--- src/rtl/reg_scoreboard_pkg.sv ---
// Shared constants for the ID-stage register scoreboard: default sizing and
// the result latencies of each functional unit class.
package mips_sb_pkg;

  localparam int DEF_NUM_REGS = 32;
  localparam int DEF_LAT_W    = 3;

  // Cycles after issue before a result can be taken from a bypass path.
  localparam logic [DEF_LAT_W-1:0] LAT_ALU  = 3'd0;
  localparam logic [DEF_LAT_W-1:0] LAT_LOAD = 3'd1;
  localparam logic [DEF_LAT_W-1:0] LAT_MUL  = 3'd4;
  localparam logic [DEF_LAT_W-1:0] LAT_DIV  = 3'd7;

endpackage

--- src/rtl/reg_scoreboard_if.sv ---
// ID-stage <-> scoreboard signal bundle. stall_count exists only when
// SB_PERF_CNT_EN is defined.
interface reg_scoreboard_if
  import mips_sb_pkg::*;
#(
  parameter int NUM_REGS = DEF_NUM_REGS,
  parameter int LAT_W    = DEF_LAT_W
);
  logic                id_valid;
  logic [4:0]          id_rs;
  logic                id_rs_used;
  logic [4:0]          id_rt;
  logic                id_rt_used;
  logic [4:0]          id_rd;
  logic                id_reg_write;
  logic [LAT_W-1:0]    id_lat;
  logic                id_flush;
  logic                pipe_freeze;
  logic                id_stall;
  logic [NUM_REGS-1:0] busy_mask;
`ifdef SB_PERF_CNT_EN
  logic [31:0]         stall_count;
`endif

  // Handshake: there is no valid/ready pair. id_valid qualifies the ID
  // instruction; id_stall is the scoreboard's "not ready" answer in the same
  // cycle, and an instruction issues only on id_valid && !id_flush &&
  // !id_stall && !pipe_freeze at the rising edge.
  modport master (
    output id_valid, id_rs, id_rs_used, id_rt, id_rt_used, id_rd,
           id_reg_write, id_lat, id_flush, pipe_freeze,
    input  id_stall, busy_mask
`ifdef SB_PERF_CNT_EN
    , input stall_count
`endif
  );

  modport slave (
    input  id_valid, id_rs, id_rs_used, id_rt, id_rt_used, id_rd,
           id_reg_write, id_lat, id_flush, pipe_freeze,
    output id_stall, busy_mask
`ifdef SB_PERF_CNT_EN
    , output stall_count
`endif
  );

endinterface

--- src/rtl/reg_scoreboard_sb_entry.sv ---
// One scoreboard countdown: loads a latency, counts down to zero and holds
// while the pipeline is frozen.
module sb_entry
  import mips_sb_pkg::*;
#(
  parameter int LAT_W = DEF_LAT_W
) (
  input  logic             clk,
  input  logic             rst_n,
  input  logic             freeze_i,
  input  logic             load_i,
  input  logic [LAT_W-1:0] lat_i,
  output logic             busy_o
);

  logic [LAT_W-1:0] cnt_q, cnt_d;

  always_comb begin
    cnt_d = cnt_q;
    if (!freeze_i) begin
      // A new producer replaces whatever countdown was running.
      if (load_i)
        cnt_d = lat_i;
      else if (cnt_q != '0)
        cnt_d = cnt_q - 1'b1;
    end
  end

  always_ff @(posedge clk) begin
    if (!rst_n) cnt_q <= '0;
    else        cnt_q <= cnt_d;
  end

  assign busy_o = (cnt_q != '0);

endmodule

--- src/rtl/reg_scoreboard.sv ---
// ID-stage register scoreboard: stalls consumers and overwriting producers
// until results are reachable through the bypass. Optional stall counter
// under SB_PERF_CNT_EN.
module reg_scoreboard
  import mips_sb_pkg::*;
#(
  parameter int NUM_REGS = DEF_NUM_REGS,
  parameter int LAT_W    = DEF_LAT_W
) (
  input  logic      clk,
  input  logic      rst_n,
  reg_scoreboard_if.slave sb
);

  logic [NUM_REGS-1:0] busy_w;
  logic                raw_w;
  logic                waw_w;
  logic                issue_w;

  assign busy_w[0] = 1'b0;

  for (genvar i = 1; i < NUM_REGS; i++) begin : g_entry
    logic load_w;
    assign load_w = issue_w && sb.id_reg_write && (sb.id_rd == 5'(i));

    sb_entry #(.LAT_W(LAT_W)) u_entry (
      .clk      (clk),
      .rst_n    (rst_n),
      .freeze_i (sb.pipe_freeze),
      .load_i   (load_w),
      .lat_i    (sb.id_lat),
      .busy_o   (busy_w[i])
    );
  end

  // busy_w[0] is constant 0, so register 0 never causes a hazard.
  assign raw_w = (sb.id_rs_used && busy_w[sb.id_rs]) ||
                 (sb.id_rt_used && busy_w[sb.id_rt]);
  assign waw_w = sb.id_reg_write && busy_w[sb.id_rd];

  assign sb.id_stall  = sb.id_valid && !sb.id_flush && (raw_w || waw_w);
  assign issue_w      = sb.id_valid && !sb.id_flush && !sb.id_stall && !sb.pipe_freeze;
  assign sb.busy_mask = busy_w;

`ifdef SB_PERF_CNT_EN
  logic [31:0] stall_cnt_q, stall_cnt_d;

  always_comb begin
    stall_cnt_d = stall_cnt_q;
    if (sb.id_stall && !sb.pipe_freeze)
      stall_cnt_d = stall_cnt_q + 32'd1;
  end

  always_ff @(posedge clk) begin
    if (!rst_n) stall_cnt_q <= '0;
    else        stall_cnt_q <= stall_cnt_d;
  end

  assign sb.stall_count = stall_cnt_q;
`endif

endmodule

--- src/flat_wrapper.sv ---
// flat-port wrapper written by rule: the top's interface ports become plain ports
module reg_scoreboard_flat import mips_sb_pkg::*;
#(
  parameter int NUM_REGS = DEF_NUM_REGS,
  parameter int LAT_W    = DEF_LAT_W
)
  (clk, rst_n, sb_id_valid, sb_id_rs, sb_id_rs_used, sb_id_rt, sb_id_rt_used, sb_id_rd, sb_id_reg_write, sb_id_lat, sb_id_flush, sb_pipe_freeze, sb_id_stall, sb_busy_mask);
  reg_scoreboard_if #(.NUM_REGS(NUM_REGS), .LAT_W(LAT_W)) sb_i ();
  input  logic clk;
  input  logic rst_n;
  input wire logic [$bits(sb_i.id_valid)-1:0] sb_id_valid;
  input wire logic [$bits(sb_i.id_rs)-1:0] sb_id_rs;
  input wire logic [$bits(sb_i.id_rs_used)-1:0] sb_id_rs_used;
  input wire logic [$bits(sb_i.id_rt)-1:0] sb_id_rt;
  input wire logic [$bits(sb_i.id_rt_used)-1:0] sb_id_rt_used;
  input wire logic [$bits(sb_i.id_rd)-1:0] sb_id_rd;
  input wire logic [$bits(sb_i.id_reg_write)-1:0] sb_id_reg_write;
  input wire logic [$bits(sb_i.id_lat)-1:0] sb_id_lat;
  input wire logic [$bits(sb_i.id_flush)-1:0] sb_id_flush;
  input wire logic [$bits(sb_i.pipe_freeze)-1:0] sb_pipe_freeze;
  output wire logic [$bits(sb_i.id_stall)-1:0] sb_id_stall;
  output wire logic [$bits(sb_i.busy_mask)-1:0] sb_busy_mask;
  assign sb_i.id_valid = sb_id_valid;
  assign sb_i.id_rs = sb_id_rs;
  assign sb_i.id_rs_used = sb_id_rs_used;
  assign sb_i.id_rt = sb_id_rt;
  assign sb_i.id_rt_used = sb_id_rt_used;
  assign sb_i.id_rd = sb_id_rd;
  assign sb_i.id_reg_write = sb_id_reg_write;
  assign sb_i.id_lat = sb_id_lat;
  assign sb_i.id_flush = sb_id_flush;
  assign sb_i.pipe_freeze = sb_pipe_freeze;
  assign sb_id_stall = sb_i.id_stall;
  assign sb_busy_mask = sb_i.busy_mask;
  reg_scoreboard #(.NUM_REGS(NUM_REGS), .LAT_W(LAT_W)) u_core (.clk(clk), .rst_n(rst_n), .sb(sb_i));
endmodule
--- config.mk ---
export PLATFORM = sky130hd
export DESIGN_NAME = reg_scoreboard_flat
export DESIGN_NICKNAME = d
export VERILOG_FILES = /design/src/rtl/reg_scoreboard_pkg.sv /design/src/rtl/reg_scoreboard_if.sv /design/src/rtl/reg_scoreboard_sb_entry.sv /design/src/rtl/reg_scoreboard.sv /design/src/flat_wrapper.sv
export SDC_FILE = /design/constraint.sdc
export NUM_CORES = 1
export LEC_CHECK = 0
export ABC_CLOCK_PERIOD_IN_PS = 4100
export CAP_MARGIN = 15
export CORE_ASPECT_RATIO = 1.75
export CORE_MARGIN = 2
export CORE_UTILIZATION = 50
export DETAILED_ROUTE_END_ITERATION = 6
export PLACE_DENSITY_LB_ADDON = 0.3
export SKIP_CTS_REPAIR_TIMING = 1
export SLEW_MARGIN = 20
export SYNTH_ARGS = -nofsm -noshare
export SYNTH_HDL_FRONTEND = slang
export SYNTH_SLANG_ARGS = --single-unit
--- constraint.sdc ---
create_clock -name clk -period 4.1 [get_ports clk]
set_input_delay 1.23 -clock clk [delete_from_list [all_inputs] [get_ports clk]]
set_output_delay 1.23 -clock clk [all_outputs]
set_load 0.01 [all_outputs]
Figure 1. A small window of the routed layout.
Window x 63 to 88, y 31 to 56 um. Cells in gray, sequential cells in the stronger gray; small squares are vias.
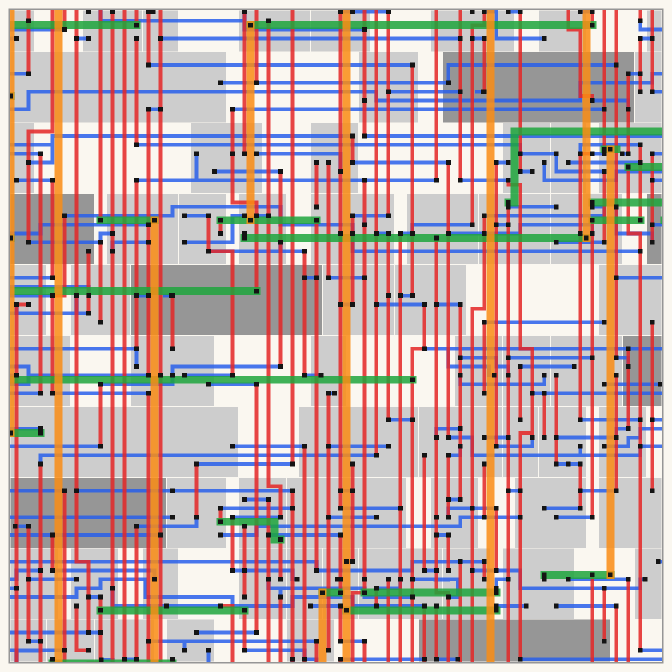
| color | layer |
|---|---|
| blue | metal 1 |
| green | metal 3 |
| orange | metal 4 |
| red | metal 2 |
sequential cells in the window: 4
most frequent: a21oi_1 (8), o21ai_0 (7)
netlist names of flops here include: u_core.g_entry.u_entry.cnt_q (4)
cells with their middle in the window: 62

Figure 2. Signal wires by layer.
Two of the layers only.
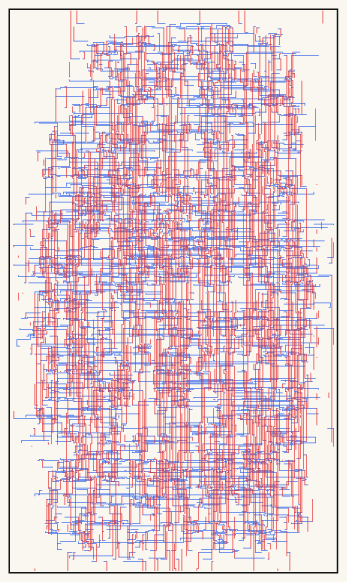
| color | layer | wire length |
|---|---|---|
| red | metal 2 | 13,400 um |
| blue | metal 1 | 10,300 um |
Wirelength per Cell: 20.8 um
via count: 8,368
Routed WL: 27,100 um
GRT Resource Usage Total: 31.3%

==> Changelog: implementation <==
## Flow update

* Min-delay worst type: register to register
* WHS at 0.522 ns
* Number of global-route vias before repair at 7,841
* Hold Crit Depth at 2
* Mapped Area at 0.00809 mm^2
* Leak Pwr at 3.73 nW
* FFs w/ async S/R, synth at 0%
* Cell area after layout at 0.00968 mm^2
* RSZ-0062 raised after global routing: yes
* TritonCTS clock tree: yes
* Worst r2r dst: u_core.g_entry[27].u_entry.cnt_q[1]
* Maximum fanout along the worst path at 6
* First-pass GRT wire length at 41,600 um
* Final setup vio count at 1
* Avg Cell Area, Syn at 7.85 um^2
* Gate Count Post-Synth at 1,030
* Total chip power at 5.91 mW
* Latency at later pin at 0.36 ns
* Initial antenna violation count at 1
* Post-DP HPWL at 19,900 um
* Clock transition at path regs at 0.07 ns
* Longest Clk Path Bufs at 2
* Vias per cell at 6.40
* Final non-filler cell total at 1,307
* CTS sink count at 93
* Tcrit/Tclk final at 100%
* Max_cap viols at 0
* Fraction of layout cells with a size suffix above 1 at 19.3%
* Power Density at 611 mW/mm^2
* FF-to-FF path depth at 11
* Number of warnings in the stage logs at 58
* Synth Register Bits at 93
* Min-delay src: u_core.g_entry[4].u_entry.cnt_q[0]
* Root Driver: clkbuf_16
* GR Overflow Total at 0
* Setup_tns at -0.00205 ns
* Area after DPL at 0.00924 mm^2
* Post-route ant nets at 0
* H-tree lvl count at 3
* Worst slew margin at 24.7%
* Worst-Margin Slew at 1.13 ns
* Num rows at 61
* Final Wtd Congestion at 1.03
* Top Registers: u_core.g_entry.u_entry.cnt_q x93
* Worst Setup Start Kind: input port
* Tmin final at 4.10 ns
* Final hold viol count at 0
* Status: complete, but fails checks
* Synth-to-Final Area Change at 19.7%
* Fin worst setup slack at -0.00205 ns
* Fin. max-slew vios at 0
* Biggest register: u_core.g_entry.u_entry.cnt_q
* DR iter-0 viols at 549
* Largest net degree at the start of global routing at 78
* Largest register FFs at 93
* FP Core Util at 50.9%
* Worst r2r src: u_core.g_entry[23].u_entry.cnt_q[0]
* Yosys Instances at 1,030
* Seq share, synth at 23.0%
* Post-placement setup slack at -0.997 ns
* CP Class: input port to output pin
* Syn_nets at 1,118
* CP endpoint kind: output pin
* Fin nets at 1,200
* Failing checks: negative setup slack
* CP Launch Point: sb_id_rt[3]
* Ys flop type: dfxtp_1
* # port buffers at 57
* DRT Pass-1 Iters at 5
* End of the worst hold path: u_core.g_entry[4].u_entry.cnt_q[0]
* Peak supply drop at 310 uV
* Placed cells at 1,286
* TritonCTS Buffers at 9
* Post-synth area from yosys stat at 0.00809 mm^2
* Core area at 0.0159 mm^2
* Crit path arrival time at 2.87 ns
* Vertical die size at 172 um
* R2r setup slk at 0.62 ns
* Die span in x at 100 um
* Yosys warning count at 0
* Distinct cells, synth at 62
* Max frequency at 244 MHz
* Total die size at 0.0172 mm^2
Figure 3. Track usage over the die.
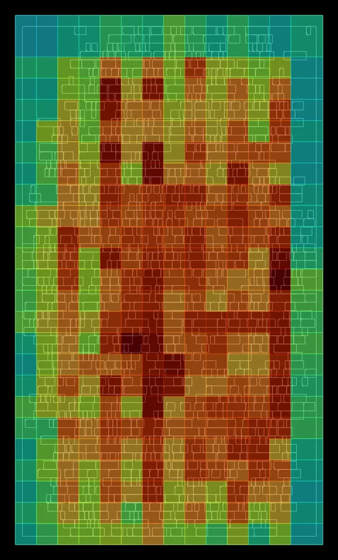
post-layout util: 61.0%
M2 GR Usage: 54.5%

## final cells by class
type,instances,area [um^2]
antenna,1,2.50
fill,1462,6200
multi-input combinational,738,5420
clock inverter,5,60.1
tap,189,236
inverter,100,378
sequential,93,1860
timing repair buffer,170,1470
clock buffer,11,243
## how the worst max path moves through the flow
stage	endpoint	slack, ns
floorplan	sb_id_stall	0.02
global placement	sb_id_stall	-0.98
detailed placement	sb_id_stall	-1.0
CTS	sb_id_stall	-1.01
global route	sb_id_stall	-0.10
finish	sb_id_stall	-0.002
## metal layers
metal | track usage, % | routed length (um) | vias to the layer above
li1 | - | - | 3883
met1 | 35.4 | 10300 | 4014
met2 | 54.5 | 13400 | 360
met3 | 3.92 | 1510 | 111
met4 | 20.7 | 1870 | 0
met5 | 0 | 0 | -
## power by group
part / internal (mW) / total [mW] / switching [mW]
clock network: 0.490 / 0.880 / 0.390
logic: 1.69 / 3.67 / 1.98
registers: 1.16 / 1.36 / 0.197
total: 3.34 / 5.91 / 2.57
## cell usage after synthesis, drive strengths merged (2+ instances only)
master / n / area, um^2
o211ai: 8 / 60.1
a21oi: 45 / 225
a221oi: 2 / 17.5
nand3: 35 / 175
nor4: 18 / 219
o211a: 5 / 50.1
or3b: 6 / 52.6
mux4: 12 / 270
a31oi: 20 / 125
a21boi: 33 / 248
nand2: 49 / 184
a311oi: 8 / 70.1
o311ai: 7 / 61.3
nor2: 80 / 300
and3: 4 / 25.0
o221ai: 17 / 149
nand4: 2 / 12.5
nand3b: 10 / 75.1
o2111ai: 4 / 35.0
and2: 4 / 25.0
and2b: 2 / 15.0
inv: 98 / 368
mux2i: 22 / 220
nor3b: 3 / 22.5
o32ai: 2 / 17.5
dfxtp: 93 / 1860
o21ai: 73 / 365
a211oi: 6 / 45.0
nor3: 37 / 185
mux2: 17 / 191
nor4b: 28 / 264
ha: 62 / 776
and3b: 2 / 17.5
o31ai: 38 / 285
clkbuf: 48 / 180
or4: 9 / 71.3
buf: 51 / 337
clkinv: 2 / 7.51
o22ai: 6 / 37.5
or3: 8 / 50.1
nor2b: 35 / 241
nand2b: 5 / 31.3
or2: 4 / 25.0
## cell usage in the layout, fill, tap and decap left out, drive strengths merged, types with 37 or more instances in the layout
cell and count:
nor3 37, clkdlybuf4s50 43, dfxtp 93, nand2 49, nor2 80, buf 117
o21ai 73, a21oi 45, o31ai 38, ha 62, inv 99
## logic make-up (layout without fill, tap and decap cells)
family / Yosys count / count (layout) / synth area share [%]
adder cells (fa/ha/maj): 62 / 62 / 9.59
multiplexers: 51 / 51 / 8.43
AND-OR/OR-AND: 282 / 282 / 23.1
AND/OR/NAND/NOR: 342 / 342 / 24.8
buffers and inverters: 199 / 286 / 11.0
flip-flops: 93 / 93 / 23.0
other: 1 / 2 / 0.0464
## critical path, cell delays in order
cell and delay, ns:
dlymetal6s2s_1 0.19, and3b_1 0.21, o211a_1 0.23, o31a_1 0.32
a211oi_4 0.30, nor4_4 0.08, a21oi_2 0.16, buf_2 0.15
Power is estimated from default activity; no workload was simulated.
